[src/rtl/seg7_pkg.sv]
// Shared constants for the seven-segment scan driver: FSM states, blank
// patterns and the active-low hex segment table.
package seg7_pkg;

    typedef enum logic {
        BLANK = 1'b0,
        SHOW  = 1'b1
    } scan_state_e;

    localparam logic [6:0] SEG_BLANK = 7'b1111111;
    localparam logic [3:0] AN_OFF    = 4'b1111;

    // Index = hex nibble, value = {g,f,e,d,c,b,a}, active-low
    localparam logic [6:0] HEX_SEG [16] = '{
        7'b1000000, 7'b1111001, 7'b0100100, 7'b0110000,
        7'b0011001, 7'b0010010, 7'b0000010, 7'b1111000,
        7'b0000000, 7'b0010000, 7'b0001000, 7'b0000011,
        7'b1000110, 7'b0100001, 7'b0000110, 7'b0001110
    };

endpackage

[src/rtl/seg7_hex_decoder.sv]
// Combinational hex nibble to active-low seven-segment pattern.
module seg7_hex_decoder (
    input  logic [3:0] nibble,
    output logic [6:0] seg_c
);
    import seg7_pkg::*;

    always_comb begin
        seg_c = SEG_BLANK;
        seg_c = HEX_SEG[nibble];
    end

endmodule

[src/rtl/seg7_scan_driver.sv]
// Time-multiplexed 4-digit common-anode driver with per-slot blanking and
// frame-based rotation offset for the upstream register multiplexer.
module seg7_scan_driver #(
    parameter int unsigned SCAN_DIV       = 50000,
    parameter int unsigned DEAD_CYCLES    = 500,
    parameter int unsigned FRAMES_PER_ROT = 250
) (
    input  logic       clk,
    input  logic       reset,
    input  logic       rot_en,
    input  logic [3:0] char_in,
    output logic [1:0] digit_sel,
    output logic [3:0] rot_counter,
    output logic [3:0] an,
    output logic [6:0] seg,
    output logic       dp
);
    import seg7_pkg::*;

    localparam int unsigned CNT_W = (SCAN_DIV > 1) ? $clog2(SCAN_DIV) : 1;
    localparam int unsigned FRM_W = (FRAMES_PER_ROT > 1) ? $clog2(FRAMES_PER_ROT) : 1;
    localparam logic [CNT_W-1:0] SLOT_LAST = CNT_W'(SCAN_DIV - 1);
    localparam logic [CNT_W-1:0] DEAD_LAST = CNT_W'(DEAD_CYCLES - 1);
    localparam logic [FRM_W-1:0] FRM_LAST  = FRM_W'(FRAMES_PER_ROT - 1);

    scan_state_e      state, state_d;
    logic [CNT_W-1:0] slot_cnt, slot_cnt_d;
    logic [FRM_W-1:0] frame_cnt, frame_cnt_d;
    logic [3:0]       char_q, char_q_d;
    logic [1:0]       digit_sel_d;
    logic [3:0]       rot_counter_d;
    logic [3:0]       an_d;
    logic [6:0]       seg_d;
    logic [6:0]       seg_dec_c;
    logic             slot_end;

    assign dp       = 1'b1;
    assign slot_end = (slot_cnt == SLOT_LAST);

    // Decode the value that char_q will hold after this edge so seg lights
    // together with the anode on the BLANK->SHOW edge.
    seg7_hex_decoder u_dec (
        .nibble (char_q_d),
        .seg_c  (seg_dec_c)
    );

    always_ff @(posedge clk or negedge reset) begin
        if (!reset) begin
            state       <= BLANK;
            slot_cnt    <= '0;
            frame_cnt   <= '0;
            char_q      <= '0;
            digit_sel   <= '0;
            rot_counter <= '0;
            an          <= AN_OFF;
            seg         <= SEG_BLANK;
        end else begin
            state       <= state_d;
            slot_cnt    <= slot_cnt_d;
            frame_cnt   <= frame_cnt_d;
            char_q      <= char_q_d;
            digit_sel   <= digit_sel_d;
            rot_counter <= rot_counter_d;
            an          <= an_d;
            seg         <= seg_d;
        end
    end

    always_comb begin
        state_d       = state;
        slot_cnt_d    = slot_end ? '0 : slot_cnt + CNT_W'(1);
        frame_cnt_d   = frame_cnt;
        char_q_d      = char_q;
        digit_sel_d   = digit_sel;
        rot_counter_d = rot_counter;
        an_d          = AN_OFF;
        seg_d         = SEG_BLANK;

        case (state)
            BLANK: begin
                if (slot_cnt == DEAD_LAST) begin
                    char_q_d = char_in;
                    state_d  = SHOW;
                end
            end
            SHOW: begin
                if (slot_end) begin
                    state_d     = BLANK;
                    digit_sel_d = digit_sel + 2'd1;
                    // Rotation only moves between frames, never mid-frame
                    if (digit_sel == 2'd3) begin
                        if (frame_cnt == FRM_LAST) begin
                            frame_cnt_d = '0;
                            if (rot_en) begin
                                rot_counter_d = rot_counter + 4'd1;
                            end
                        end else begin
                            frame_cnt_d = frame_cnt + FRM_W'(1);
                        end
                    end
                end
            end
            default: state_d = BLANK;
        endcase

        if (state_d == SHOW) begin
            an_d  = ~(4'b1000 >> digit_sel_d);
            seg_d = seg_dec_c;
        end
    end

endmodule

[config.mk]
export PLATFORM = sky130hd
export DESIGN_NAME = seg7_scan_driver
export DESIGN_NICKNAME = d
export VERILOG_FILES = /design/src/rtl/seg7_pkg.sv /design/src/rtl/seg7_hex_decoder.sv /design/src/rtl/seg7_scan_driver.sv
export SDC_FILE = /design/constraint.sdc
export NUM_CORES = 1
export LEC_CHECK = 0
export ABC_AREA = 1
export ABC_CLOCK_PERIOD_IN_PS = 1820
export CAP_MARGIN = 20
export CORE_MARGIN = 4
export CORE_UTILIZATION = 45
export CTS_BUF_LIST = sky130_fd_sc_hd__clkbuf_8 sky130_fd_sc_hd__clkbuf_16
export CTS_CLUSTER_DIAMETER = 100
export CTS_CLUSTER_SIZE = 30
export DETAILED_ROUTE_END_ITERATION = 6
export PLACE_DENSITY = 0.68
export SETUP_SLACK_MARGIN = 0.05
export SLEW_MARGIN = 20
export SYNTH_ARGS = -nofsm -noshare
export SYNTH_HDL_FRONTEND = slang
export SYNTH_SLANG_ARGS = --single-unit
[constraint.sdc]
create_clock -name clk -period 1.82 [get_ports clk]
set_input_delay 0.364 -clock clk [delete_from_list [all_inputs] [get_ports clk]]
set_output_delay 0.364 -clock clk [all_outputs]
set_load 0.05 [all_outputs]
Fig. 1: run 1, PDN straps and rails
Pins as bars on the die edge.
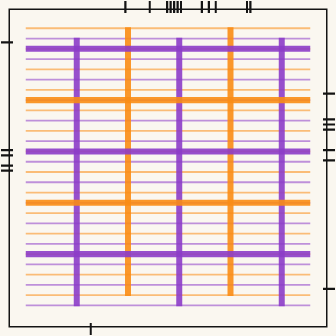
net	color
VDD	orange
VSS	purple
met4 straps	5
signal pins	25
met1 rails	28
met5 straps	5
CORE AREA: 5540 µm²
Die W: 83.72 µm

Fig. 2: run 1, placement by cell class
Scale bar: 20 µm.
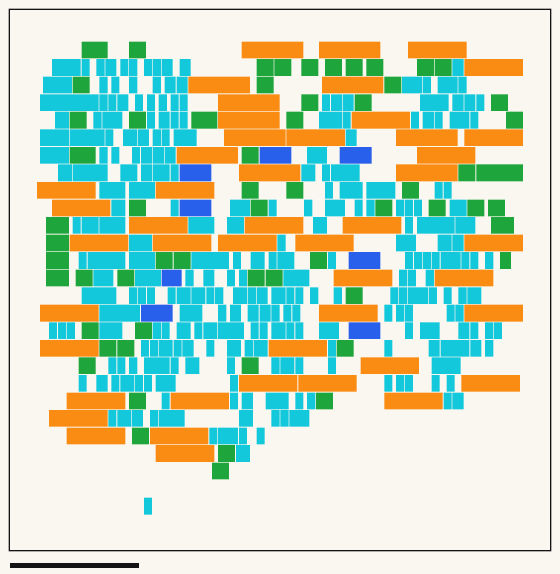
class	color	cells	share of their area
other buffers and delay cells	green	60	15%
flops	orange	46	36%
all other logic	cyan	261	46%
clock drivers and dummy loads	blue	8	3.2%
std cell rows: 27
Finished Cell Area: 3339 µm²
final core utilization: 0.6028
sequential cell area share: 0.3488

==> flow_metrics.env, run 1 <==
# yosys + openroad results
export IMPL_vias_per_cell=4.716
export IMPL_ir_drop_v=0.0003738
export IMPL_worstSetupPathType="register to register"
export IMPL_cp_num_buf_inv=3
export IMPL_pg_seq_mw=1.02
export IMPL_dp_hpwl_mm=3.885
export IMPL_top_area_cell="dfrtp_1"
export IMPL_warnings=36
export IMPL_finalSetupViolCount=5
export IMPL_cts_buffers=5
export IMPL_flops=46
export IMPL_pwr_share_clk=0.393
export IMPL_crit_path_max_fanout=5
export IMPL_nNonClkInverters=52
export IMPL_wl_met1_mm=2.478
export IMPL_grt_max_degree=47
export IMPL_ys_cells=312
export IMPL_period_minus_slack_ns=1.876
export IMPL_pre_cts_slack_ns=-0.04941
export IMPL_final_layout_size_suffix_gt1_frac=0.3360
export IMPL_max_freq_mhz=533.0
export IMPL_drtIter0Drc=71
export IMPL_met3_usage=0.03159
export IMPL_n_antenna_cell=0
export IMPL_reg2reg_slack_ns=-0.06
export IMPL_finalPower_mw=1.757
export IMPL_mux_area_frac=0
export IMPL_logic_gate_count=209
export IMPL_setup_ws_ns=-0.05606
export IMPL_power_density_nw_per_um2=526.0
export IMPL_tap_cell_count=72
export IMPL_timing_final_crit_share=1.031
export IMPL_postRouteWirelength_mm=5.270
export IMPL_hold_violations=0
export IMPL_postRouteAntennaNets=0
export IMPL_finalWeightedCongestion=0.8271
export IMPL_busiest_layer="met2"
export IMPL_intPower_mw=1.386
export IMPL_violations="negative setup slack"
export IMPL_setup_worst_path_end_class="register"
export IMPL_drc=0
export IMPL_r2r_start="slot_cnt[0]$_DFF_PN0_"
export IMPL_outcome="finished, violations left"
export IMPL_cts_setup_buffers=3
export IMPL_pin_count=25
export IMPL_worst_ep_arrival_time_ns=2.10
export IMPL_grt_use_total=0.1552
export IMPL_max_stage_delay_ns=0.36
Fig. 3: run 1, clock wires, drivers and flops
Scale bar: 20 µm.
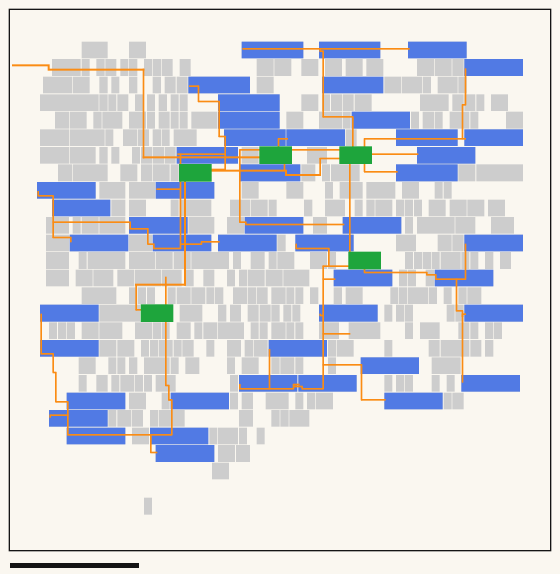
[clock wires] orange | length: 555 µm
[flip-flops] blue | count: 46
[cells driving clock nets] green | count: 5
routed clock nets	6
Power Clock: 691 µW
clk latency late pin: 0.30 ns

Fig. 4: run 1, signal wires by layer
Two of the layers only.
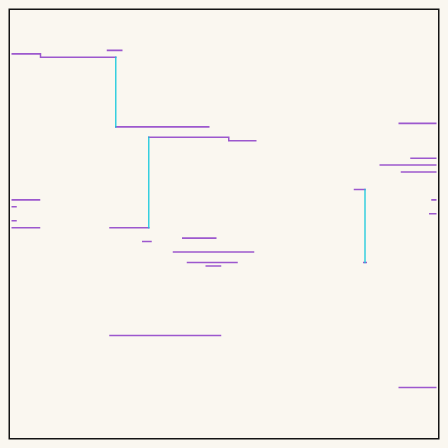

==> run 2, diff against run 1 <==
--- a/config.mk
+++ b/config.mk
@@ -9,12 +9,13 @@
 export ABC_CLOCK_PERIOD_IN_PS = 1820
 export CAP_MARGIN = 20
 export CORE_MARGIN = 4
-export CORE_UTILIZATION = 45
+export CORE_UTILIZATION = 51
 export CTS_BUF_LIST = sky130_fd_sc_hd__clkbuf_8 sky130_fd_sc_hd__clkbuf_16
-export CTS_CLUSTER_DIAMETER = 100
+export CTS_CLUSTER_DIAMETER = 30
 export CTS_CLUSTER_SIZE = 30
 export DETAILED_ROUTE_END_ITERATION = 6
-export PLACE_DENSITY = 0.68
+export PLACE_DENSITY = 0.75
+export REMOVE_ABC_BUFFERS = 1
 export SETUP_SLACK_MARGIN = 0.05
 export SLEW_MARGIN = 20
 export SYNTH_ARGS = -nofsm -noshare
Fig. 5: run 2, signal wires by layer
Two of the layers only.
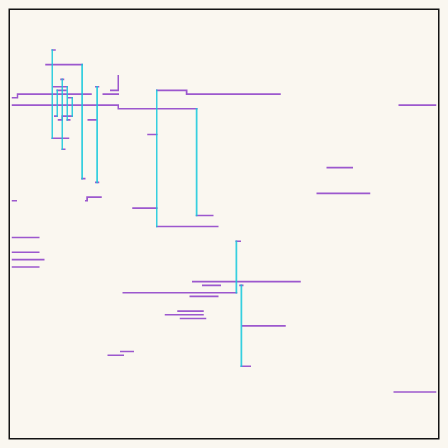
layer	color	wire length
met3	purple	255 µm
met4	cyan	152 µm
vias after detailed routing: 2227
drt wl/cell: 12.95 µm
final wirelength: 5.751 mm
Total Routing Usage GR: 0.1827

Fig. 6: run 2, PDN straps and rails
Pins as bars on the die edge.
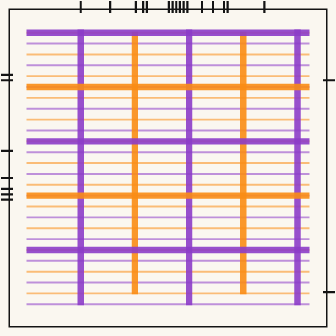
net	color
VSS	purple
VDD	orange
rows	25
signal pins	25
met4 straps	5
CORE AREA: 4817 µm²
height of the die: 79.13 µm
Die W: 79.13 µm
VDD IR max: 0.0005377 V

==> flow_metrics.env, run 2 <==
# yosys + openroad results
export IMPL_outcome="finished, violations left"
export IMPL_violations="negative setup slack"
export IMPL_row_count=25
export IMPL_setup_worst_path_end_class="register"
export IMPL_mux_area_frac=0
export IMPL_postRouteAntennaNets=0
export IMPL_pg_seq_mw=1.02
export IMPL_intPower_mw=1.620
export IMPL_finalWeightedCongestion=0.9260
export IMPL_dp_hpwl_mm=3.757
export IMPL_setup_ws_ns=-0.1653
export IMPL_powerClk_uw=919
export IMPL_worstSetupPathType="register to register"
export IMPL_vias_per_cell=5.016
export IMPL_power_density_nw_per_um2=570.3
export IMPL_pwr_share_clk=0.464
export IMPL_n_antenna_cell=0
export IMPL_final_layout_size_suffix_gt1_frac=0.3501
export IMPL_met3_usage=0.04649
export IMPL_seq_cell_share=0.3354
export IMPL_worst_ep_arrival_time_ns=2.22
export IMPL_flops=46
export IMPL_busiest_layer="met2"
export IMPL_reg2reg_slack_ns=-0.17
export IMPL_ys_cells=312
export IMPL_top_area_cell="dfrtp_1"
export IMPL_finalSetupViolCount=7
export IMPL_tap_cell_count=67
Fig. 7: run 2, placement by cell class
Scale bar: 20 µm.
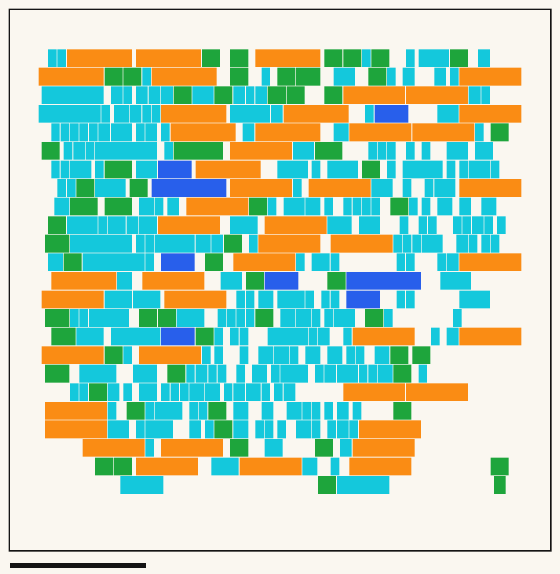

==> run 3, diff against run 2 <==
--- a/config.mk
+++ b/config.mk
@@ -16,7 +16,6 @@
 export DETAILED_ROUTE_END_ITERATION = 6
 export PLACE_DENSITY = 0.75
 export REMOVE_ABC_BUFFERS = 1
-export SETUP_SLACK_MARGIN = 0.05
 export SLEW_MARGIN = 20
 export SYNTH_ARGS = -nofsm -noshare
 export SYNTH_HDL_FRONTEND = slang
Fig. 8: run 3, placement by cell class
Scale bar: 20 µm.
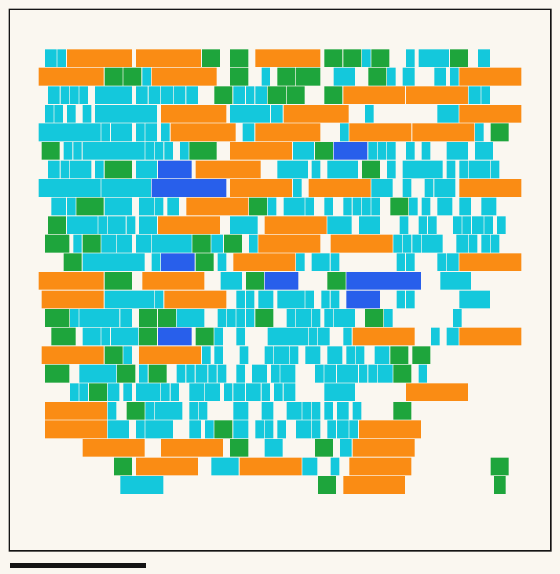
class	color	cells	share of their area
clock drivers and dummy loads	blue	8	4.3%
flops	orange	46	35%
all other logic	cyan	261	47%
other buffers and delay cells	green	60	14%
std cell rows: 25
Finished Cell Area: 3431 µm²
sequential cell area share: 0.3395

==> flow_metrics.env, run 3 <==
# yosys + openroad results
export IMPL_finalWeightedCongestion=0.9260
export IMPL_worstSetupPathType="register to register"
export IMPL_reg2reg_slack_ns=-0.14
export IMPL_warnings=34
export IMPL_outcome="finished, violations left"
export IMPL_drtIter0Drc=81
export IMPL_drc=0
export IMPL_pwr_share_clk=0.466
export IMPL_mux_area_frac=0
export IMPL_logic_gate_count=209
export IMPL_dp_hpwl_mm=3.757
export IMPL_met3_usage=0.04762
export IMPL_wl_met1_mm=2.373
export IMPL_period_minus_slack_ns=1.964
export IMPL_finalPower_mw=1.988
export IMPL_intPower_mw=1.620
export IMPL_setup_ws_ns=-0.1438
export IMPL_powerClk_uw=926
export IMPL_worst_ep_arrival_time_ns=2.18
export IMPL_finalSetupViolCount=7
export IMPL_violations="negative setup slack"
export IMPL_coreArea_um2=4817
export IMPL_busiest_layer="met2"
export IMPL_final_layout_size_suffix_gt1_frac=0.3333
export IMPL_pin_count=25
export IMPL_crit_path_max_fanout=5
export IMPL_die_h_um=79.13
export IMPL_hold_violations=0
export IMPL_clock_latency_late_pin_ns=0.30
export IMPL_nNonClkInverters=52
export IMPL_setup_worst_path_end_class="register"
export IMPL_max_stage_delay_ns=0.37
export IMPL_ys_cells=312
export IMPL_vias_per_cell=4.943
export IMPL_flops=46
export IMPL_cts_buffers=5
Fig. 9: run 3, signal wires by layer
Two of the layers only.
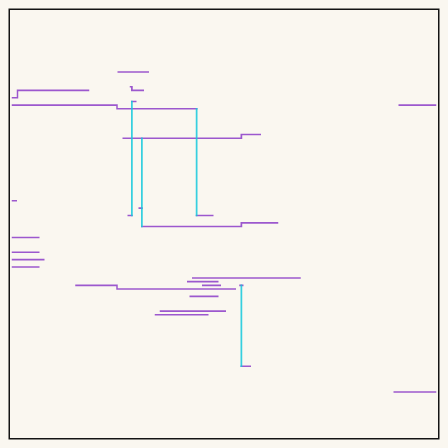
layer	color	wire length
met4	cyan	72.1 µm
met3	purple	237 µm
vias after detailed routing: 2185
drt wl/cell: 12.99 µm
final wirelength: 5.740 mm
Total Routing Usage GR: 0.1788

Power and IR drop assume default switching activity.
